Figure 1. I/O pins on the die edge.
(2 px per um) Pins as bars across the die edge, other pins in gray.
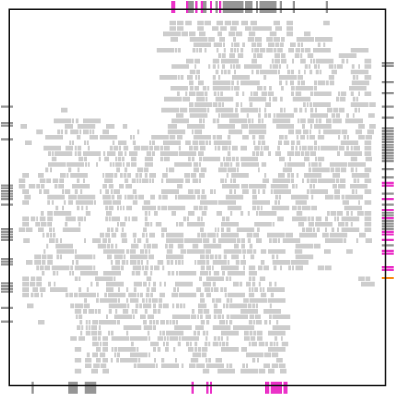
Figure 2. Gate families picked out.
(2 px per um)
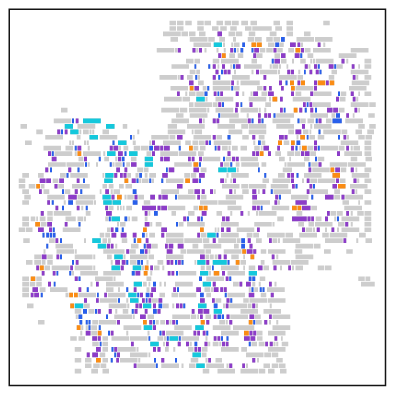
[config.mk]
export PLATFORM = sky130hd
export DESIGN_NAME = div_seq32
export DESIGN_NICKNAME = d
export VERILOG_FILES = /design/src/rtl/div_seq32.sv
export SDC_FILE = /design/constraint.sdc
export NUM_CORES = 1
export LEC_CHECK = 0
export CAP_MARGIN = 20
export CORE_MARGIN = 4
export CORE_UTILIZATION = 35
export DETAILED_ROUTE_END_ITERATION = 7
export SKIP_LAST_GASP = 1
export SYNTH_ARGS = -nofsm -noshare
export SYNTH_HDL_FRONTEND = slang
export SYNTH_SLANG_ARGS = --single-unit
[constraint.sdc]
create_clock -name clk -period 5.7 [get_ports clk]
set_clock_uncertainty 0.15 [all_clocks]
set_input_delay 1.14 -clock clk [delete_from_list [all_inputs] [get_ports clk]]
set_output_delay 1.14 -clock clk [all_outputs]
set_load 0.005 [all_outputs]
[src/rtl/div_seq32.sv]
// Sequential signed restoring divider for MIPS div: quotient to lo, remainder to hi.
// One quotient bit per cycle, then a sign-fix cycle and a one-cycle ready pulse.
`timescale 1ns/1ps
module div_seq32 #(
  parameter int WIDTH = 32
) (
  input  logic             clk,
  input  logic             reset,
  input  logic             start,
  input  logic [WIDTH-1:0] a,
  input  logic [WIDTH-1:0] b,
  output logic [WIDTH-1:0] lo,
  output logic [WIDTH-1:0] hi,
  output logic             ready,
  output logic             div_zero,
  output logic             busy
);

  localparam int CW = $clog2(WIDTH);

  typedef enum logic [1:0] {
    IDLE,
    DIV,
    FIX,
    DONE
  } state_t;

  state_t           state;
  logic [WIDTH-1:0] dvs;
  logic [WIDTH-1:0] rem;
  logic [WIDTH-1:0] quo;
  logic [CW-1:0]    cnt;
  logic             sign_q;
  logic             sign_r;

  logic [WIDTH-1:0] a_abs;
  logic [WIDTH-1:0] b_abs;
  logic [WIDTH-1:0] rem_sh;
  logic [WIDTH-1:0] rem_sub;
  logic             fits;

  // |b| <= 2^(W-1) keeps rem below 2^(W-1), so the shift never loses a bit
  always_comb begin
    a_abs   = a[WIDTH-1] ? -a : a;
    b_abs   = b[WIDTH-1] ? -b : b;
    rem_sh  = {rem[WIDTH-2:0], quo[WIDTH-1]};
    fits    = rem_sh >= dvs;
    rem_sub = rem_sh - dvs;
  end

  always_ff @(posedge clk or posedge reset) begin
    if (reset) begin
      state    <= IDLE;
      dvs      <= '0;
      rem      <= '0;
      quo      <= '0;
      cnt      <= '0;
      sign_q   <= 1'b0;
      sign_r   <= 1'b0;
      lo       <= '0;
      hi       <= '0;
      ready    <= 1'b0;
      div_zero <= 1'b0;
      busy     <= 1'b0;
    end else begin
      unique case (state)
        IDLE: begin
          ready <= 1'b0;
          if (start) begin
            busy <= 1'b1;
            if (b == '0) begin
              div_zero <= 1'b1;
              ready    <= 1'b1;
              state    <= DONE;
            end else begin
              dvs      <= b_abs;
              quo      <= a_abs;
              rem      <= '0;
              sign_q   <= a[WIDTH-1] ^ b[WIDTH-1];
              sign_r   <= a[WIDTH-1];
              cnt      <= CW'(WIDTH - 1);
              div_zero <= 1'b0;
              state    <= DIV;
            end
          end
        end
        DIV: begin
          rem <= fits ? rem_sub : rem_sh;
          quo <= {quo[WIDTH-2:0], fits};
          cnt <= cnt - 1'b1;
          if (cnt == '0) state <= FIX;
        end
        FIX: begin
          lo    <= sign_q ? -quo : quo;
          hi    <= sign_r ? -rem : rem;
          ready <= 1'b1;
          state <= DONE;
        end
        DONE: begin
          ready <= 1'b0;
          busy  <= 1'b0;
          state <= IDLE;
        end
        default: state <= IDLE;
      endcase
    end
  end

endmodule

==> reports/results.ini <==
[run_status]
status=complete, no violations

[placed_design]
io_buffers=133
place_congestion=0.9020

[sta]
whs_ns=0.3276
finalHoldViolations=0
period_needed_ns=4.723
relSlewSlack_pct=34.45
max_freq_ghz=0.2117
setup_viol_count_final=0
fin_crit_sh_pct=82.86
rsz0062_at_grt=no
finalSetupTns_ns=0
final-max-slew-violation-count=0

[setup_path]
cpPeakStageDelay_ns=0.59
crit_fanout=31
crit_chain=clkdlybuf4s50_1 > or4_1 > or3_1 > or3_1 > nor4b_2 > or2_1 > o21a_2 > buf_12 > a32oi_1 > o31ai_1
crit_type=in -> reg
crit_path_end_kind=flip-flop
cpMostUsedCell=or3_1
critPathRequiredTime_ns=5.88
start_kind=input pin

[clock_network]
numCtsBuffers=17
cts_sinks=172
cts_buffer_depth=2
ctsResizeCount=0
cts_tree=yes
clockRootBuffer=clkbuf_16
postCtsSetupBuffers=0

[route]
wl_per_cell_um=16.05
antenna_left=0
via_per_inst=5.273
wirelength_mm=29.62
drt-pass1-iter-count=6
vias=9729
drtIter0Drc=565

[logic_synthesis]
ys_cells=1338
synth_cells=1338
yosys_warnings=0
yosys_most_used_dff=dfrtp_1
ys_sh_mux_pct=2.988
ys_sh_simple_pct=16.96
avgSynthCellArea_um2=8.418
ys.flops=172
ys_sh_xor_pct=10.89
fp_nets=1449
syn_area_um2=11260
synth-edff-count=0
synthAoiAreaFrac_pct=21.64
synth_chip_area_um2=11260
fa_ha_area_share_pct=4.954
ys_seq_share_pct=38.21
topCombFamilyByArea=AND-OR/OR-AND gates

[layout]
mostFrequentLayoutCells=dfrtp_1 (172), nand2_1 (149), o21ai_0 (141), nor2_1 (134), clkdlybuf4s50_1 (133)
syn_to_final_growth_pct=21.01
drive_gt1_share_pct=5.760
layout_top_cell=dfrtp_1
final_core_util_pct=43.08
n_fill_cell=3100
fin_nets=1539

[power_and_ir_drop]
powerDensity_nw_per_um2=619.5
p_leak_nw=5.744
total_power_w=0.008443
peakVddDrop_mv=0.2903

[floorplan]
die_y_um=187.4
rows=65
coreArea_um2=31640
chip_area_um2=35120
io_pins=134

[grt]
antenna_found_initial=2
grt_pass1_vias=9215
grt_max_degree=173
grt_overflow=0
grt_pass1_wl_mm=48.77
grt_usage_pct=16.74

[flow_run]
maxCapViolCount=0
warning_count=33

-- Figure 1 (at the start) --
Key: orange = reset [pins 1, direction input, edge right]; magenta = hi [pins 32, direction output, edge 13 bottom, 12 right, 7 top]
All pins by edge: 43 right, 41 top, 25 bottom, 25 left.

-- Figure 2 (at the start) --
Key: cyan = adder and majority cells [cells 44]; blue = NAND gates [cells 190, where spread over the die]; orange = AND and OR gates [cells 53, where spread over the die]; purple = inverting AOI/OAI gates [cells 376, where spread over the die]

stage by stage:
stage / cells / setup WS, ns / instance area, um2
finish: 1845 / 0.9769 / 13630
global route: 1845 / 0.6491 / 13630
CTS: 1841 / 1.010 / 13570
detailed placement: 1809 / 0.5614 / 12960
global placement: 1809 / 0.6279 / 12960
floorplan: 1338 / 1.711 / 11270
registers in the layout, indices dropped and copies added (netlist names):
signal,flops
sign_r,1
quo,32
busy,1
div_zero,1
ready,1
rem,32
lo,32
cnt,5
dvs,32
state,2
sign_q,1
hi,32
power breakdown:
| group | internal, W | leakage (nW) | switching (W) |
|---|---|---|---|
| registers | 0.00180 | 2.07 | 0.000584 |
| clock network | 0.000683 | 0.290 | 0.000526 |
| logic | 0.00216 | 3.39 | 0.00268 |
path summary, 6_finish.rpt:
kind	from	endpoint	slack, ns	depth (start not counted)
min in group asynchronous	reset	lo[24]	1.16	3
max in group asynchronous	reset	dvs[3]	3.50	3
max reg2reg	quo[31]	rem[3]	1.60	12
min	dvs[23]	dvs[23]	0.33	2
max	b[6]	rem[19]	0.98	10
min reg2reg	dvs[23]	dvs[23]	0.33	2
logic make-up after synthesis:
logic type / after synthesis
AND/OR/NAND/NOR: 415
flip-flops: 172
buffers and inverters: 128
AND-OR/OR-AND: 407
multiplexers: 32
adder cells (fa/ha/maj): 44
XOR/XNOR: 140
area by class of cell:
cell class	count	area, um2	share of cell area [%]
antenna	2	5.005	0.03672
timing repair buffer	146	1506	11.05
clock inverter	12	151.4	1.111
clock buffer	20	456.7	3.351
tap	402	503.0	3.690
sequential	172	4304	31.58
inverter	53	202.7	1.487
multi-input combinational	1038	6500	47.69
Yosys cell counts (all sizes together) (11+ instances only):
master,n,area share [%]
nand3,20,0.89
or3,19,1.1
ha,43,4.8
or4,18,1.3
nor2,134,4.5
dfrtp,172,38
nor2b,11,0.61
o31ai,36,2.6
nor3,13,0.58
xnor2,41,3.2
o41ai,18,1.5
clkbuf,66,2.2
o21ai,154,6.8
a21oi,126,5.6
mux2,13,1.3
or2,12,0.67
inv,53,1.8
mux2i,19,1.7
xor2,99,7.7
nand2b,15,0.90
a21o,13,0.87
a32oi,11,0.86
nand2,149,5.0
layer usage:
layer	GRT usage (%)	share of wire (%)	vias to the layer above
met5	0	0	-
met4	4.912	1.8	0
met3	2.482	3.9	30
met2	26.45	45	211
met1	23.92	49	4591
li1	-	-	4897
critical path, delay by kind of cell:
family / cells / cell delay [ns]
compound gates: 3 / 0.73
buf+inv: 2 / 0.74
simple gates: 5 / 2.26
Power is estimated from default activity; no workload was simulated.
